$ cat config.mk
export PLATFORM = sky130hd
export DESIGN_NAME = apb_rr_master_flat
export DESIGN_NICKNAME = d
export VERILOG_FILES = /design/src/rtl/apb_rr_master_if.sv /design/src/rtl/apb_rr_master.sv /design/src/flat_wrapper.sv
export SDC_FILE = /design/constraint.sdc
export NUM_CORES = 1
export LEC_CHECK = 0
export ABC_AREA = 1
export CAP_MARGIN = 40
export CORE_UTILIZATION = 47
export CTS_CLUSTER_DIAMETER = 60
export CTS_CLUSTER_SIZE = 40
export DETAILED_ROUTE_END_ITERATION = 16
export DONT_BUFFER_PORTS = 1
export PLACE_DENSITY = 0.64
export SLEW_MARGIN = 10
export SYNTH_ARGS = -nofsm -noshare
export SYNTH_HDL_FRONTEND = slang
export SYNTH_SLANG_ARGS = --single-unit
$ cat constraint.sdc
create_clock -name i_clk -period 4 [get_ports i_clk]
set_input_delay 0.4 -clock i_clk [delete_from_list [all_inputs] [get_ports i_clk]]
set_output_delay 0.4 -clock i_clk [all_outputs]
set_load 0.02 [all_outputs]
$ cat src/rtl/apb_rr_master_if.sv
// APB bus bundle between apb_rr_master and a single APB slave.
// Handshake: master raises PSELx (SETUP), then PENABLE (ACCESS) and holds PADDR/PWRITE/PWDATA; a transfer completes on the rising edge where PSELx & PENABLE & PREADY.
interface apb_rr_master_if #(
  parameter int ADDR_W = 32,
  parameter int DATA_W = 32
);
  logic [ADDR_W-1:0] PADDR;
  logic              PWRITE;
  logic [DATA_W-1:0] PWDATA;
  logic              PSELx;
  logic              PENABLE;
  logic [DATA_W-1:0] PRDATA;
  logic              PREADY;
  logic              PSLVERR;

  modport master (
    output PADDR, PWRITE, PWDATA, PSELx, PENABLE,
    input  PRDATA, PREADY, PSLVERR
  );

  modport slave (
    input  PADDR, PWRITE, PWDATA, PSELx, PENABLE,
    output PRDATA, PREADY, PSLVERR
  );
endinterface

$ cat src/rtl/apb_rr_master.sv
// Two-requester round-robin arbiter feeding one APB master port; all outputs registered.
// Define APB_RR_TIMEOUT_EN to terminate ACCESS after TIMEOUT_CYCLES cycles without PREADY.
module apb_rr_master #(
  parameter int ADDR_W         = 32,
  parameter int DATA_W         = 32,
  parameter int TIMEOUT_CYCLES = 16
) (
  input  logic              i_clk,
  input  logic              i_reset_n,
  input  logic              i_req0,
  input  logic              i_wr0,
  input  logic [ADDR_W-1:0] i_addr0,
  input  logic [DATA_W-1:0] i_wdata0,
  output logic              o_ack0,
  output logic [DATA_W-1:0] o_rdata0,
  output logic              o_err0,
  input  logic              i_req1,
  input  logic              i_wr1,
  input  logic [ADDR_W-1:0] i_addr1,
  input  logic [DATA_W-1:0] i_wdata1,
  output logic              o_ack1,
  output logic [DATA_W-1:0] o_rdata1,
  output logic              o_err1,
  apb_rr_master_if.master   apb,
  output logic [1:0]        o_state
);

  localparam logic [1:0] ST_IDLE   = 2'd0;
  localparam logic [1:0] ST_SETUP  = 2'd1;
  localparam logic [1:0] ST_ACCESS = 2'd2;
  localparam logic [1:0] ST_DONE   = 2'd3;

  logic [1:0]        state;
  logic              grant;
  logic              last_grant;
  logic              any_req;
  logic              win1;
  logic              timeout_hit;
  logic              acc_done;
  logic [DATA_W-1:0] acc_rdata;
  logic              acc_err;

  assign any_req = i_req0 | i_req1;
  // Requester 1 wins when alone, or on a tie when requester 0 was served last.
  assign win1    = i_req1 & (~i_req0 | ~last_grant);
  assign o_state = state;

`ifdef APB_RR_TIMEOUT_EN
  localparam int CNT_W = (TIMEOUT_CYCLES > 2) ? $clog2(TIMEOUT_CYCLES) : 1;
  logic [CNT_W-1:0] acc_cnt;

  // acc_cnt equals the number of ACCESS cycles already spent without PREADY.
  assign timeout_hit = (acc_cnt == CNT_W'(TIMEOUT_CYCLES - 1));

  always_ff @(posedge i_clk or negedge i_reset_n) begin
    if (!i_reset_n) begin
      acc_cnt <= '0;
    end else if (state == ST_SETUP) begin
      acc_cnt <= '0;
    end else if (state == ST_ACCESS && !apb.PREADY && !timeout_hit) begin
      acc_cnt <= acc_cnt + 1'b1;
    end
  end
`else
  assign timeout_hit = 1'b0;
`endif

  // PREADY on the expiry cycle still counts as a normal completion.
  assign acc_done  = (state == ST_ACCESS) & (apb.PREADY | timeout_hit);
  assign acc_rdata = (apb.PREADY & ~apb.PWRITE) ? apb.PRDATA : '0;
  assign acc_err   = apb.PREADY ? apb.PSLVERR : 1'b1;

  always_ff @(posedge i_clk or negedge i_reset_n) begin
    if (!i_reset_n) begin
      state       <= ST_IDLE;
      grant       <= 1'b0;
      last_grant  <= 1'b1;
      apb.PADDR   <= '0;
      apb.PWRITE  <= 1'b0;
      apb.PWDATA  <= '0;
      apb.PSELx   <= 1'b0;
      apb.PENABLE <= 1'b0;
      o_ack0      <= 1'b0;
      o_rdata0    <= '0;
      o_err0      <= 1'b0;
      o_ack1      <= 1'b0;
      o_rdata1    <= '0;
      o_err1      <= 1'b0;
    end else begin
      o_ack0 <= 1'b0;
      o_ack1 <= 1'b0;
      case (state)
        ST_IDLE: begin
          if (any_req) begin
            apb.PADDR   <= win1 ? i_addr1  : i_addr0;
            apb.PWRITE  <= win1 ? i_wr1    : i_wr0;
            apb.PWDATA  <= win1 ? i_wdata1 : i_wdata0;
            apb.PSELx   <= 1'b1;
            apb.PENABLE <= 1'b0;
            grant       <= win1;
            last_grant  <= win1;
            state       <= ST_SETUP;
          end
        end
        ST_SETUP: begin
          apb.PENABLE <= 1'b1;
          state       <= ST_ACCESS;
        end
        ST_ACCESS: begin
          if (acc_done) begin
            apb.PSELx   <= 1'b0;
            apb.PENABLE <= 1'b0;
            state       <= ST_DONE;
            if (grant) begin
              o_ack1   <= 1'b1;
              o_rdata1 <= acc_rdata;
              o_err1   <= acc_err;
            end else begin
              o_ack0   <= 1'b1;
              o_rdata0 <= acc_rdata;
              o_err0   <= acc_err;
            end
          end
        end
        ST_DONE: begin
          state <= ST_IDLE;
        end
        default: begin
          state <= ST_IDLE;
        end
      endcase
    end
  end

endmodule

$ cat src/flat_wrapper.sv
// flat-port wrapper written by rule: the top's interface ports become plain ports
module apb_rr_master_flat 
#(
  parameter int ADDR_W         = 32,
  parameter int DATA_W         = 32,
  parameter int TIMEOUT_CYCLES = 16
)
  (i_clk, i_reset_n, i_req0, i_wr0, i_addr0, i_wdata0, o_ack0, o_rdata0, o_err0, i_req1, i_wr1, i_addr1, i_wdata1, o_ack1, o_rdata1, o_err1, o_state, apb_PADDR, apb_PWRITE, apb_PWDATA, apb_PSELx, apb_PENABLE, apb_PRDATA, apb_PREADY, apb_PSLVERR);
  apb_rr_master_if #(.ADDR_W(ADDR_W), .DATA_W(DATA_W)) apb_i ();
  input  logic i_clk;
  input  logic i_reset_n;
  input  logic i_req0;
  input  logic i_wr0;
  input  logic [ADDR_W-1:0] i_addr0;
  input  logic [DATA_W-1:0] i_wdata0;
  output logic o_ack0;
  output logic [DATA_W-1:0] o_rdata0;
  output logic o_err0;
  input  logic i_req1;
  input  logic i_wr1;
  input  logic [ADDR_W-1:0] i_addr1;
  input  logic [DATA_W-1:0] i_wdata1;
  output logic o_ack1;
  output logic [DATA_W-1:0] o_rdata1;
  output logic o_err1;
  output logic [1:0] o_state;
  output wire logic [$bits(apb_i.PADDR)-1:0] apb_PADDR;
  output wire logic [$bits(apb_i.PWRITE)-1:0] apb_PWRITE;
  output wire logic [$bits(apb_i.PWDATA)-1:0] apb_PWDATA;
  output wire logic [$bits(apb_i.PSELx)-1:0] apb_PSELx;
  output wire logic [$bits(apb_i.PENABLE)-1:0] apb_PENABLE;
  input wire logic [$bits(apb_i.PRDATA)-1:0] apb_PRDATA;
  input wire logic [$bits(apb_i.PREADY)-1:0] apb_PREADY;
  input wire logic [$bits(apb_i.PSLVERR)-1:0] apb_PSLVERR;
  assign apb_PADDR = apb_i.PADDR;
  assign apb_PWRITE = apb_i.PWRITE;
  assign apb_PWDATA = apb_i.PWDATA;
  assign apb_PSELx = apb_i.PSELx;
  assign apb_PENABLE = apb_i.PENABLE;
  assign apb_i.PRDATA = apb_PRDATA;
  assign apb_i.PREADY = apb_PREADY;
  assign apb_i.PSLVERR = apb_PSLVERR;
  apb_rr_master #(.ADDR_W(ADDR_W), .DATA_W(DATA_W), .TIMEOUT_CYCLES(TIMEOUT_CYCLES)) u_core (.i_clk(i_clk), .i_reset_n(i_reset_n), .i_req0(i_req0), .i_wr0(i_wr0), .i_addr0(i_addr0), .i_wdata0(i_wdata0), .o_ack0(o_ack0), .o_rdata0(o_rdata0), .o_err0(o_err0), .i_req1(i_req1), .i_wr1(i_wr1), .i_addr1(i_addr1), .i_wdata1(i_wdata1), .o_ack1(o_ack1), .o_rdata1(o_rdata1), .o_err1(o_err1), .apb(apb_i), .o_state(o_state));
endmodule
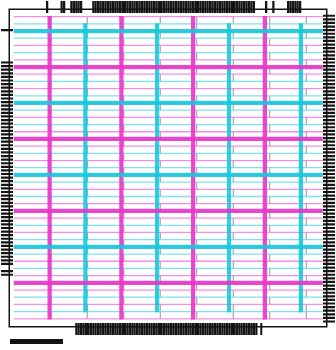
Run 1: floorplan with the power grid
The bar under the picture is 20 um long. Pins as bars on the die edge. Tap cells in grey.
| net | colour |
|---|---|
| VDD | cyan |
| VSS | magenta |
met4 straps: 8
met5 straps: 8

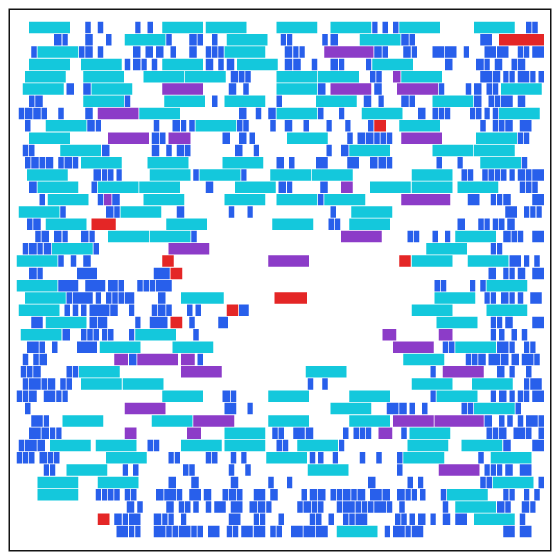
Run 1: placement by cell class
| class | colour | cells | share of their area |
|---|---|---|---|
| remaining buffers and delay cells | red | 10 | 1.7% |
| combinational and other logic | blue | 602 | 40% |
| clock drivers and dummy loads | purple | 31 | 8.7% |
| sequential cells | cyan | 139 | 50% |

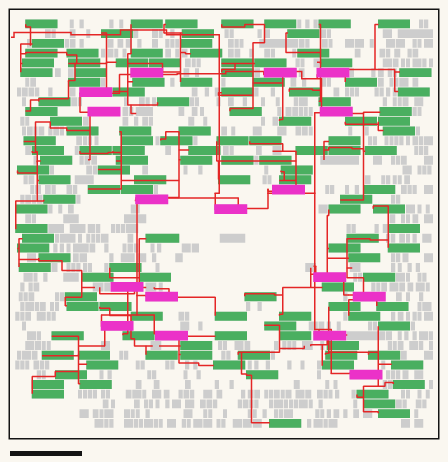
Run 1: clock wires, drivers and flops
The bar under the picture is 20 um long.
[clock wires] red | length: 1680 um
[clock drivers] magenta | count: 17
[flip-flops] green | count: 139
flops lie: widely spread

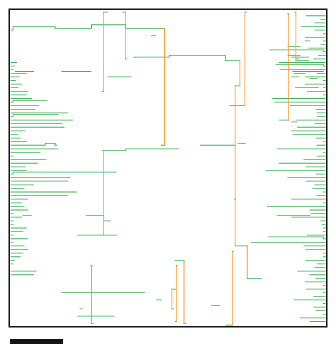
Run 1: metal layers overlaid
The bar under the picture is 20 um long. Only two layers are drawn.
| layer | colour | wire length |
|---|---|---|
| metal 4 | orange | 401 um |
| metal 3 | green | 1470 um |

==> results.cfg, run 1 <==
; flow metrics
[clock_tree]
cts_sinks = 139
cts_root_buffer = clkbuf_16

[timing]
finalCritPeriodShare_pct = 55.5
whs_ns = -0.0540
hold_viol = 16
setup_viol = 0

[job]
timing.max_cap.violations = 0

[die]
chipHeight_um = 119
io_pins = 305
die_x_um = 119
die_area_um2 = 14300

[outcome]
status = complete, but fails checks
violations = hold timing

[synthesis]
yosysTopAreaCellShare_pct = 53.2
yosys.area_share.adder_pct = 1.16
synthXorXnorAreaFrac_pct = 0
yosysMostFrequentCell = nand2_1
ys_cells = 793
syn_inst = 793
syn_avg_cell_area_um2 = 8.18

[final_layout]
nFillCells = 1257

[worst_setup_path]
crit_end = u_core.apb.PWDATA[5]$_DFFE_PN0P_
crit_chain = inv_1 > ha_1 > inv_1 > nor2_4 > inv_2 > buf_4 > nand2_1 > nand2_1

[global_route]
gr-total-overflow = 0
antenna_found_initial = 1

[route]
viasPerCell = 5.37
==> run 1: cell type report <==
type                       count  area (um^2)  share of cell area [%]
antenna                        2         5.00                  0.0696
sequential                   139         3480                    48.4
tap                          176          220                    3.06
clock buffer                  18          439                    6.11
inverter                      75          282                    3.92
clock inverter                13          168                    2.33
multi-input combinational    527         2480                    34.5
timing repair buffer          10          115                    1.60
==> run 1: report_power, final <==
group / internal, mW / switching [mW]
clock: 0.998 / 0.600
combinational: 0.493 / 0.914
sequential: 2.02 / 1.25
total: 3.51 / 2.77
## Run 2: what changed since run 1
PLACE_DENSITY = 0.66   (was 0.64)
clock period = 1.9 ns   (was 4 ns; I/O delays follow)
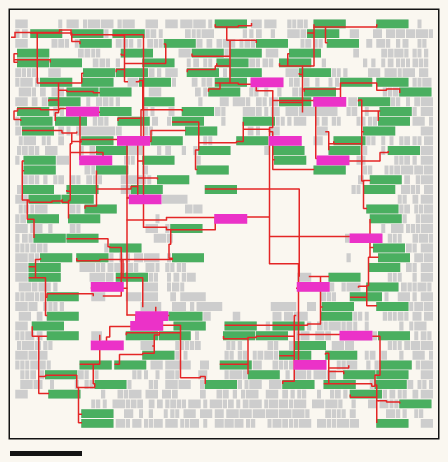
Run 2: clock wires, drivers and flops
The bar under the picture is 20 um long.
[clock drivers] magenta | count: 17
[flip-flops] green | count: 139
[clock wires] red | length: 1710 um
routed clock nets: 18

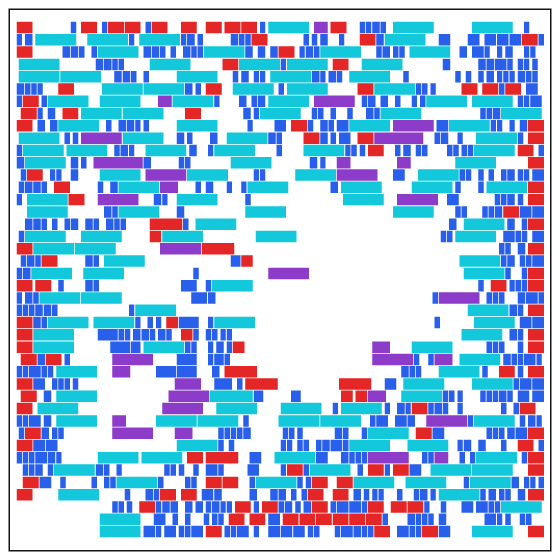
Run 2: placement by cell class
| class | colour | cells | share of their area |
|---|---|---|---|
| remaining buffers and delay cells | red | 120 | 15% |
| combinational and other logic | blue | 602 | 34% |
| sequential cells | cyan | 139 | 43% |
| clock drivers and dummy loads | purple | 32 | 7.7% |

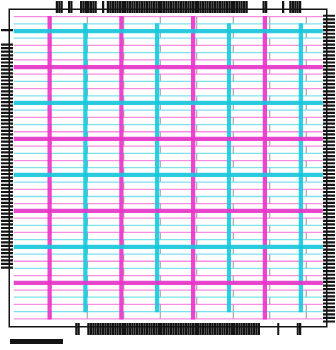
Run 2: floorplan with the power grid
The bar under the picture is 20 um long. Pins as bars on the die edge. Tap cells in grey.
| net | colour |
|---|---|
| VDD | cyan |
| VSS | magenta |
tap cells: 176
signal pins: 305
met1 rails: 43
met5 straps: 8

==> results.cfg, run 2 <==
; flow metrics
[outcome]
violations = hold timing
status = complete, but fails checks

[die]
core-area_um2 = 13300
io_pins = 305
die_x_um = 119
die_area_um2 = 14300
chipHeight_um = 119

[global_route]
gr-total-overflow = 0
antenna_found_initial = 0

[final_layout]
n_antenna_cell = 0

[synthesis]
synthXorXnorAreaFrac_pct = 0
simple_gate_share_pct = 31.5
yosys.area_share.adder_pct = 1.16
yosysMostFrequentCell = nand2_1
ys_seq_share_pct = 53.6
ys_cells = 793
syn_inst = 793
yosysTopAreaCellShare_pct = 53.2

[power_and_ir_drop]
p_sw_mw = 6.02
p_int_mw = 7.55
p_clk_share_pct = 25.4

[timing]
whs_ns = -0.532
hold_viol = 139
finalCritPeriodShare_pct = 87.2

[worst_setup_path]
crit_end = u_core.apb.PADDR[23]$_DFFE_PN0P_
crit_buf_inv = 4
crit_chain = inv_1 > ha_1 > inv_1 > nor2_4 > inv_2 > buf_12 > nand2_1 > nand2_1

[clock_tree]
clockBufferDepth = 2
cts_sinks = 139

[route]
viasPerCell = 5.33

[placement]
postPlaceCellArea_um2 = 6610
-- run 2: cell counts after synthesis --
Identical to the previous run, type by type.
-- run 2: final cells by class --
type                            instances  area [um^2]
Tap cell                              176          220
Multi-Input combinational cell        527         2480
Clock inverter                         15          196
Clock buffer                           17          425
Timing Repair Buffer                  120         1240
Sequential cell                       139         3480
Inverter                               75          282
Fill cell                            1096         5020
-- run 2: power by group through the flow --
stage	clock network, mW	registers, mW	logic, mW
2_1_floorplan	0	6.50	2.45
3_3_place_gp	0	6.84	2.92
3_5_place_dp	0	6.84	3.11
4_1_cts	3.53	6.82	3.31
5_1_grt	3.65	6.95	3.79
6_report	3.45	6.82	3.30
## Run 3: what changed since run 2
ABC_AREA = default   (was 1)
CORE_AREA = 2 2 119 121   (was default)
CORE_UTILIZATION = default   (was 47)
DIE_AREA = 0 0 121 123   (was default)
PLACE_DENSITY = 0.62   (was 0.66)
==> results.cfg, run 3 <==
; physical design summary
[synthesis]
yosysMostFrequentCell = nand2_1
synthAoiAreaFrac_pct = 13.9
ys_seq_share_pct = 59.3
area_leaders = dfrtp_1 59%, nand2_1 15%, a31oi_1 7.0%
syn_inst = 645
ys_ff = 139
syn_avg_cell_area_um2 = 9.09
synthFlopType = dfrtp_1
syn_area_um2 = 5860
synth_cell_types = 29
ys_area_um2 = 5860
yosysWarningCount = 0
simple_gate_share_pct = 19.6
mux_share_pct = 0.939
ys_cells = 645
yosysTopAreaCellShare_pct = 58.9
fp_nets = 819
yosys.area_share.adder_pct = 1.28
logic_family = simple AND/OR/NAND/NOR gates
synthXorXnorAreaFrac_pct = 0
async_flop_share_pct = 100
edf_count = 0

[die]
io_pins = 305
chipHeight_um = 123
rows = 43
die_x_um = 121
fp_util_pct = 43.1

[placement]
postPlaceCellArea_um2 = 6010
placed_cells = 793
gp_congestion = 0.779
dp_hpwl_um = 10700
place_ws_ns = 0.126
numPortBuffers = 0

[outcome]
status = aborted with a tool error
lastStage = clock tree synthesis (4_1_cts)
error = [ERROR RSZ-0060] Max buffer count reached.

[clock_tree]
numCtsBuffers = 17
cts_sinks = 139
cts_hold_buffers = 166
cts_resized = 0
h-tree-depth = 4
clockBufferDepth = 2
[run 3: cell count changes after synthesis, moves of 4 or more]
cell and delta:
nand3_1 -70, o21ai_1 +50, nand3b_1 -64, a31oi_1 +66
nor2_1 +65, buf_6 +4, o21ai_0 -53, inv_1 -70
clkbuf_1 -6, nand2_1 -82
[run 3: cell families after synthesis]
kind of cell    count (synthesis)
compound gates                141
buf+inv                        52
flops                         139
simple gates                  302
fa+ha+maj                       6
mux                             5
[run 3: metrics by stage]
stage,util [%],hold slack (ns)
after detailed placement,44.1,-0.103
after global placement,44.1,-0.103
after floorplan,-,-0.106
## Run 4: what changed since run 3
CORE_AREA = default   (was 2 2 119 121)
CORE_UTILIZATION = 32   (was default)
CTS_CLUSTER_DIAMETER = default   (was 60)
CTS_CLUSTER_SIZE = default   (was 40)
DIE_AREA = default   (was 0 0 121 123)
PLACE_DENSITY = default   (was 0.62)
PLACE_DENSITY_LB_ADDON = 0.15   (was default)
clock period = 2.5 ns   (was 1.9 ns; I/O delays follow)
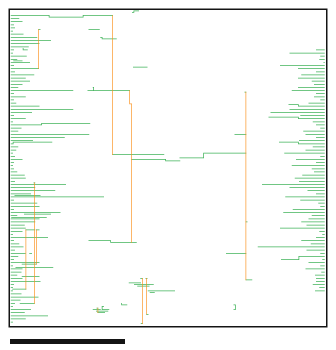
Run 4: metal layers overlaid
The bar under the picture is 50 um long. Only two layers are drawn.
| layer | colour | wire length |
|---|---|---|
| metal 3 | green | 1730 um |
| metal 4 | orange | 357 um |

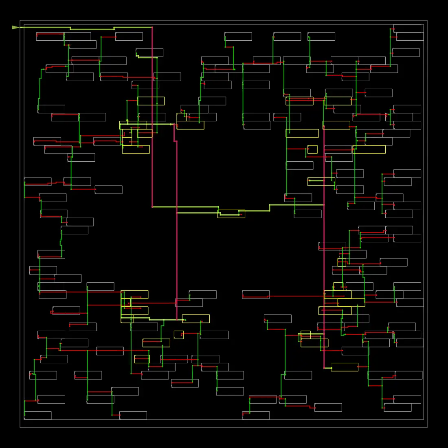
Run 4: clock routing
Insertion Delay late pin: 0.42 ns
Flops: 139

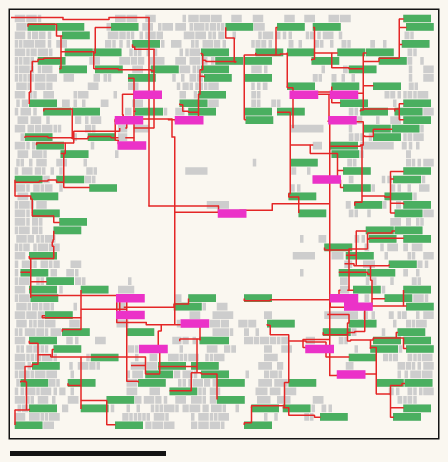
Run 4: clock wires, drivers and flops
The bar under the picture is 50 um long.
[flip-flops] green | count: 139
[clock drivers] magenta | count: 17
[clock wires] red | length: 1990 um
routed clock nets: 18
flops lie: widely spread

==> results.cfg, run 4 <==
; flow metrics
[outcome]
status = complete, but fails checks
violations = hold timing

[synthesis]
synthFlopType = dfrtp_1
yosys.area_share.adder_pct = 1.28
ys_cells = 645
synthAoiAreaFrac_pct = 13.9
syn_inst = 645
yosysTopAreaCellShare_pct = 58.9
synthXorXnorAreaFrac_pct = 0
synth_cell_types = 29
ys_seq_share_pct = 59.3
syn_avg_cell_area_um2 = 9.09
syn_area_um2 = 5860
yosysWarningCount = 0
yosysMostFrequentCell = nand2_1
edf_count = 0
simple_gate_share_pct = 19.6
fp_nets = 819
async_flop_share_pct = 100
area_leaders = dfrtp_1 59%, nand2_1 15%, a31oi_1 7.0%
ys_ff = 139

[clock_tree]
cts_hold_buffers = 161
h-tree-depth = 4
cts_resized = 0
cts_sinks = 139
clockBufferDepth = 2
numCtsBuffers = 17

[timing]
drv_slew = 0
clock.fmax_mhz = 431
whs_ns = -0.471
setup_viol = 0
tns_ns = 0
hold_viol = 139

[die]
die_area_um2 = 18900
io_pins = 305
chipHeight_um = 137
rows = 49
die_x_um = 137

[placement]
place_ws_ns = 0.402
dp_hpwl_um = 11200
gp_congestion = 0.786
placed_cells = 842
numPortBuffers = 0
postPlaceCellArea_um2 = 6060

[power_and_ir_drop]
leakagePower_nw = 3.57
combPwrFrac_pct = 24.8

[worst_setup_path]
path_class = reg2reg
rr_startpoint = u_core.o_state[0]$_DFFE_PN0P_

[route]
route.layer.met1.wl_um = 6950

[final_layout]
design_area_um2 = 8310
## run 4: cell counts after synthesis
No cell type changed its count.
## run 4: critical path, cell delays in order, from the launching register on
cell	delay, ns
dfrtp_1	0.48
inv_1	0.19
ha_1	0.41
o21a_4	0.33
nor2_1	0.07
a31oi_1	0.16
dlygate4sd3_1	0.58
## run 4: area by class of cell
cell class                      count  share of cell area, %
Sequential cell                   139                   41.9
Multi-Input combinational cell    455                   25.6
Timing Repair Buffer              177                   21.3
Clock buffer                       19                   5.45
Tap cell                          229                   3.45
Clock inverter                     13                   2.15
Inverter                            4                  0.181
No activity file was given, so power comes from the tool's default toggle rates.
